`config.mk`:
```
export PLATFORM = sky130hd
export DESIGN_NAME = mv_scale_ctrl
export DESIGN_NICKNAME = d
export VERILOG_FILES = /design/src/rtl/mv_scale_ctrl.sv
export SDC_FILE = /design/constraint.sdc
export NUM_CORES = 2
export LEC_CHECK = 0
export CAP_MARGIN = 20
export CELL_PAD_IN_SITES_DETAIL_PLACEMENT = 1
export CELL_PAD_IN_SITES_GLOBAL_PLACEMENT = 1
export CORE_ASPECT_RATIO = 1.75
export CORE_MARGIN = 3
export CORE_UTILIZATION = 50
export CTS_BUF_LIST = sky130_fd_sc_hd__clkbuf_4
export CTS_CLUSTER_DIAMETER = 80
export DETAILED_ROUTE_END_ITERATION = 12
export PLACE_DENSITY_LB_ADDON = 0.1
export SLEW_MARGIN = 20
export SYNTH_ARGS = -nofsm -noshare
export SYNTH_HDL_FRONTEND = slang
export SYNTH_SLANG_ARGS = --single-unit
export TNS_END_PERCENT = 30
```
`constraint.sdc`:
```
create_clock -name clk -period 35.6 [get_ports clk]
set_clock_uncertainty 0.15 [all_clocks]
set_input_delay 5.34 -clock clk [delete_from_list [all_inputs] [get_ports clk]]
set_output_delay 5.34 -clock clk [all_outputs]
set_load 0.01 [all_outputs]
```
`src/rtl/mv_scale_ctrl.sv`:
```
// MV scaling sequencer: derives td/tb from raw POCs, picks bypass or the pipelined
// `scale` unit, applies the td/tb sign correction and presents the result over valid/ready.

module scale #(
   parameter int MV_W = 15
) (
   input  logic                   clk,
   input  logic                   rst,
   input  logic [14:0]            poc_diff1,
   input  logic [14:0]            poc_diff2,
   input  logic signed [MV_W-1:0] mv0,
   input  logic signed [MV_W-1:0] mv1,
   output logic signed [MV_W-1:0] mv0_scaled,
   output logic signed [MV_W-1:0] mv1_scaled,
   output logic                   scale_done
);
   localparam int PW = MV_W + 13;
   localparam logic [PW-2:0] MAXM = (PW-1)'((1 << (MV_W-1)) - 1);

   logic [7:0]              vld_q;
   logic [6:0]              td_q, tb_q, td_div;
   logic [14:0]             tx_q, tx_d;
   logic [21:0]             prod_d;
   logic [11:0]             dsf_q, dsf_d;
   logic signed [MV_W-1:0]  mv_in [2];
   logic signed [PW-1:0]    p_q [2];
   logic [PW-2:0]           m5_q [2];
   logic [MV_W-2:0]         m6_q [2], m7_q [2];
   logic signed [MV_W-1:0]  mv_out_q [2];

   assign mv_in[0]   = mv0;
   assign mv_in[1]   = mv1;
   assign mv0_scaled = mv_out_q[0];
   assign mv1_scaled = mv_out_q[1];
   assign scale_done = vld_q[7];

   always_comb begin
      td_div = (td_q == 7'd0) ? 7'd1 : td_q;
      tx_d   = 15'((15'd16384 + 15'(td_q >> 1)) / 15'(td_div));
      prod_d = 22'(tb_q) * 22'(tx_q) + 22'd32;
      dsf_d  = (prod_d[21:6] > 16'd4095) ? 12'd4095 : prod_d[17:6];
   end

   always_ff @(posedge clk) begin
      if (rst) vld_q <= '0;
      else     vld_q <= {vld_q[6:0], 1'b1};
   end

   // The MV sign is re-read from the inputs at the last stage, so they must stay stable.
   always_ff @(posedge clk) begin
      td_q  <= (poc_diff1 > 15'd127) ? 7'd127 : poc_diff1[6:0];
      tb_q  <= (poc_diff2 > 15'd127) ? 7'd127 : poc_diff2[6:0];
      tx_q  <= tx_d;
      dsf_q <= dsf_d;
      for (int i = 0; i < 2; i++) begin
         p_q[i]      <= $signed({{(PW-12){1'b0}}, dsf_q}) * PW'(mv_in[i]);
         m5_q[i]     <= ((p_q[i][PW-1] ? (PW-1)'(-p_q[i]) : (PW-1)'(p_q[i])) + (PW-1)'(127)) >> 8;
         m6_q[i]     <= (m5_q[i] > MAXM) ? MAXM[MV_W-2:0] : m5_q[i][MV_W-2:0];
         m7_q[i]     <= m6_q[i];
         mv_out_q[i] <= mv_in[i][MV_W-1] ? -$signed({1'b0, m7_q[i]}) : $signed({1'b0, m7_q[i]});
      end
   end
endmodule

module mv_scale_ctrl #(
   parameter int POC_W = 16,
   parameter int MV_W  = 15
) (
   input  logic             clk,
   input  logic             rst,
   input  logic             in_valid,
   output logic             in_ready,
   input  logic [POC_W-1:0] cur_poc,
   input  logic [POC_W-1:0] tgt_ref_poc,
   input  logic [POC_W-1:0] cand_poc,
   input  logic [POC_W-1:0] cand_ref_poc,
   input  logic             long_term,
   input  logic [MV_W-1:0]  mv0_in,
   input  logic [MV_W-1:0]  mv1_in,
   output logic             out_valid,
   input  logic             out_ready,
   output logic [MV_W-1:0]  mv0_out,
   output logic [MV_W-1:0]  mv1_out,
   output logic             scaled
);
   typedef enum logic [2:0] {IDLE, CALC, LOAD, RUN, BYPASS, OUT} state_t;
   localparam logic signed [POC_W:0] CMAX = 127;
   localparam logic signed [POC_W:0] CMIN = -128;

   state_t                 state_q, state_d;
   logic [POC_W-1:0]       cur_q, tgt_q, cand_q, cref_q;
   logic                   lt_q, neg_q, neg_d, byp_d;
   logic signed [MV_W-1:0] mv0_q, mv1_q, mv0_scl, mv1_scl;
   logic [MV_W-1:0]        mv0_out_q, mv1_out_q;
   logic                   scaled_q, scl_rst, scl_done;
   logic [14:0]            atd_q, atb_q, atd_d, atb_d;
   logic signed [POC_W:0]  tb_raw, td_raw;
   logic signed [8:0]      tb_c, td_c;

   assign in_ready  = (state_q == IDLE);
   assign out_valid = (state_q == OUT);
   assign mv0_out   = mv0_out_q;
   assign mv1_out   = mv1_out_q;
   assign scaled    = scaled_q;
   assign scl_rst   = rst || (state_q != RUN);

   // Differences carry one extra bit so extreme POCs cannot wrap before clipping.
   always_comb begin
      tb_raw = $signed({cur_q[POC_W-1], cur_q}) - $signed({tgt_q[POC_W-1], tgt_q});
      td_raw = $signed({cand_q[POC_W-1], cand_q}) - $signed({cref_q[POC_W-1], cref_q});
      tb_c   = (tb_raw > CMAX) ? 9'sd127 : (tb_raw < CMIN) ? -9'sd128 : tb_raw[8:0];
      td_c   = (td_raw > CMAX) ? 9'sd127 : (td_raw < CMIN) ? -9'sd128 : td_raw[8:0];
      atb_d  = 15'(tb_c[8] ? -tb_c : tb_c);
      atd_d  = 15'(td_c[8] ? -td_c : td_c);
      neg_d  = tb_c[8] ^ td_c[8];
      byp_d  = lt_q || (td_c == tb_c) || (td_c == 9'sd0);
   end

   always_ff @(posedge clk) begin
      if (rst) state_q <= IDLE;
      else     state_q <= state_d;
   end

   always_comb begin
      state_d = state_q;
      case (state_q)
         IDLE:    if (in_valid) state_d = CALC;
         CALC:    state_d = byp_d ? BYPASS : LOAD;
         LOAD:    state_d = RUN;
         RUN:     if (scl_done) state_d = OUT;
         BYPASS:  state_d = OUT;
         OUT:     if (out_ready) state_d = IDLE;
         default: state_d = IDLE;
      endcase
   end

   always_ff @(posedge clk) begin
      if (rst) begin
         cur_q <= '0; tgt_q <= '0; cand_q <= '0; cref_q <= '0;
         lt_q <= 1'b0; mv0_q <= '0; mv1_q <= '0;
         atd_q <= '0; atb_q <= '0; neg_q <= 1'b0;
         mv0_out_q <= '0; mv1_out_q <= '0; scaled_q <= 1'b0;
      end else begin
         case (state_q)
            IDLE: if (in_valid) begin
               cur_q  <= cur_poc;      tgt_q <= tgt_ref_poc;
               cand_q <= cand_poc;     cref_q <= cand_ref_poc;
               lt_q   <= long_term;
               mv0_q  <= $signed(mv0_in); mv1_q <= $signed(mv1_in);
            end
            CALC: begin
               atd_q <= atd_d; atb_q <= atb_d; neg_q <= neg_d;
            end
            BYPASS: begin
               mv0_out_q <= mv0_q; mv1_out_q <= mv1_q; scaled_q <= 1'b0;
            end
            RUN: if (scl_done) begin
               mv0_out_q <= neg_q ? MV_W'(-mv0_scl) : mv0_scl;
               mv1_out_q <= neg_q ? MV_W'(-mv1_scl) : mv1_scl;
               scaled_q  <= 1'b1;
            end
            default: ;
         endcase
      end
   end

   scale #(.MV_W(MV_W)) u_scale (
      .clk        (clk),
      .rst        (scl_rst),
      .poc_diff1  (atd_q),
      .poc_diff2  (atb_q),
      .mv0        (mv0_q),
      .mv1        (mv1_q),
      .mv0_scaled (mv0_scl),
      .mv1_scaled (mv1_scl),
      .scale_done (scl_done)
   );
endmodule

```
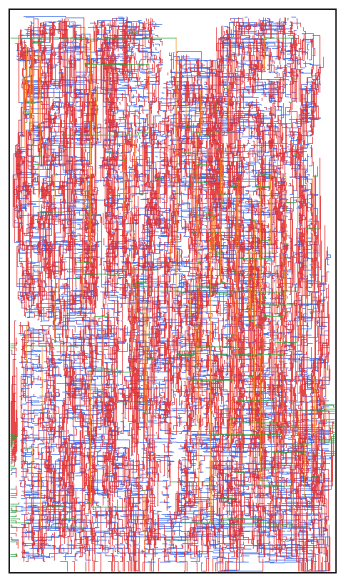
Fig. 1. Wiring by layer.
Blue marks M1, wire length 34.3 mm. Orange marks M4, wire length 5800 um. Red marks M2, wire length 60.4 mm. Green marks M3, wire length 2340 um.
vias: 29265
routed len/inst: 19.4 um
sum of routed wire length over all layers: 103000 um
Overall Global Routing Usage: 27.5%

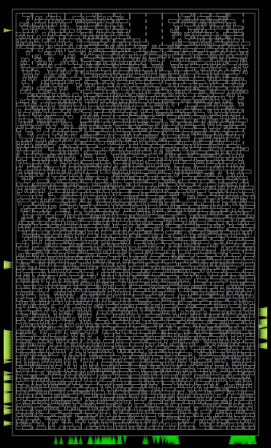
Fig. 2. Placed standard cells.
sequential portion of the cell area: 19.5%
utilization of the core after routing: 55.4%
number of fillers in the final layout: 8626
Flop Count: 389

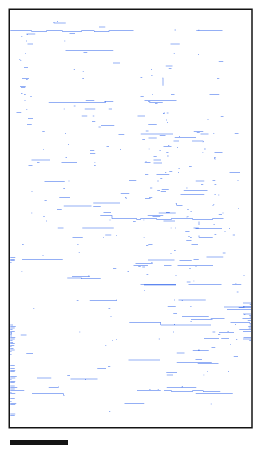
Fig. 3. Signal wires on met3.
The bar under the picture is 50 um long.
The layer carries 2340 um of wire. The longest straight run is 49.0 um.
met3 layer usage reported by global route: 3.20%

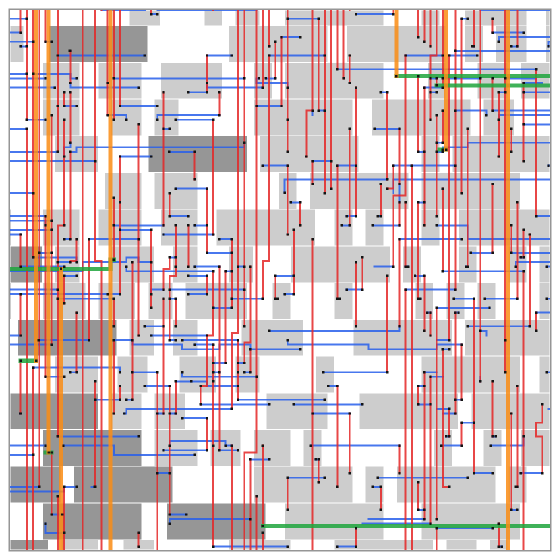
Fig. 4. A small window of the routed layout.
Region (85, 89) to (125, 129) um. Cells in gray, sequential cells in the stronger gray; small squares are vias.
Green marks M3. Red marks M2. Blue marks M1. Orange marks M4.
Netlist names of flops here include `u_scale.m5_q` (4), `u_scale.p_q` (4). Most frequent: inv_1 (22), fa_1 (21), dfxtp_1 (9). 92 logic cells have their middle in the window. Sequential cells in the window: 9.

==> results_dict.tcl <==
# collected from the flow reports
set metrics [dict create \
    rr_endpoint "u_scale.tx_q[0]$_DFF_P_" \
    overflow 0 \
    numSynthFlops 389 \
    gr-usage-met2_pct 57.3 \
    nonClockInverterCount 539 \
    ys_sh_adder_pct 32.6 \
    root_buffer "clkbuf_4" \
    achievable-frequency_mhz 32.6 \
    io_pins 132 \
    cap_violations 0 \
    yosys-top-cells-area "fa_1 22%, dfxtp_1 21%, ha_1 10%" \
    top_flip_flop_cell_by_instance_count_after_synthesis "dfxtp_1" \
    status "complete, no violations" \
    cts_tree "yes" \
    yosys-stat-cells 4176 \
    gp_routability_congestion 0.838 \
    dp.final_hpwl_um 83000 \
    final_critical_path_setup_slack_ns 4.89 \
    drtIter0Drc 918 \
    worst_r2r_path_depth 120 \
    number_of_flip_flops_under_the_largest_register_name 56 \
    clockNetworkAreaShare_pct 3.22 \
    final_instance_count_excl_fillers 5295 \
    setup_viol 0 \
    finalHoldViolations 0 \
    n_clock_buffer 127 \
    number_of_sinks_handled_by_clock_tree_synthesis 389 \
    synth.cellmix.simpleShare_pct 18.8 \
    top_register "u_scale.p_q" \
    fp_util_pct 50.5 \
    crit_path_start "u_scale.td_q[5]$_SDFF_PN1_" \
    timing.hold.worst_path_depth 0 \
    worst_pin_slew_ns 1.02 \
    stage_log_warnings 29 \
    synth.most_common_cell "nand2_1" \
]
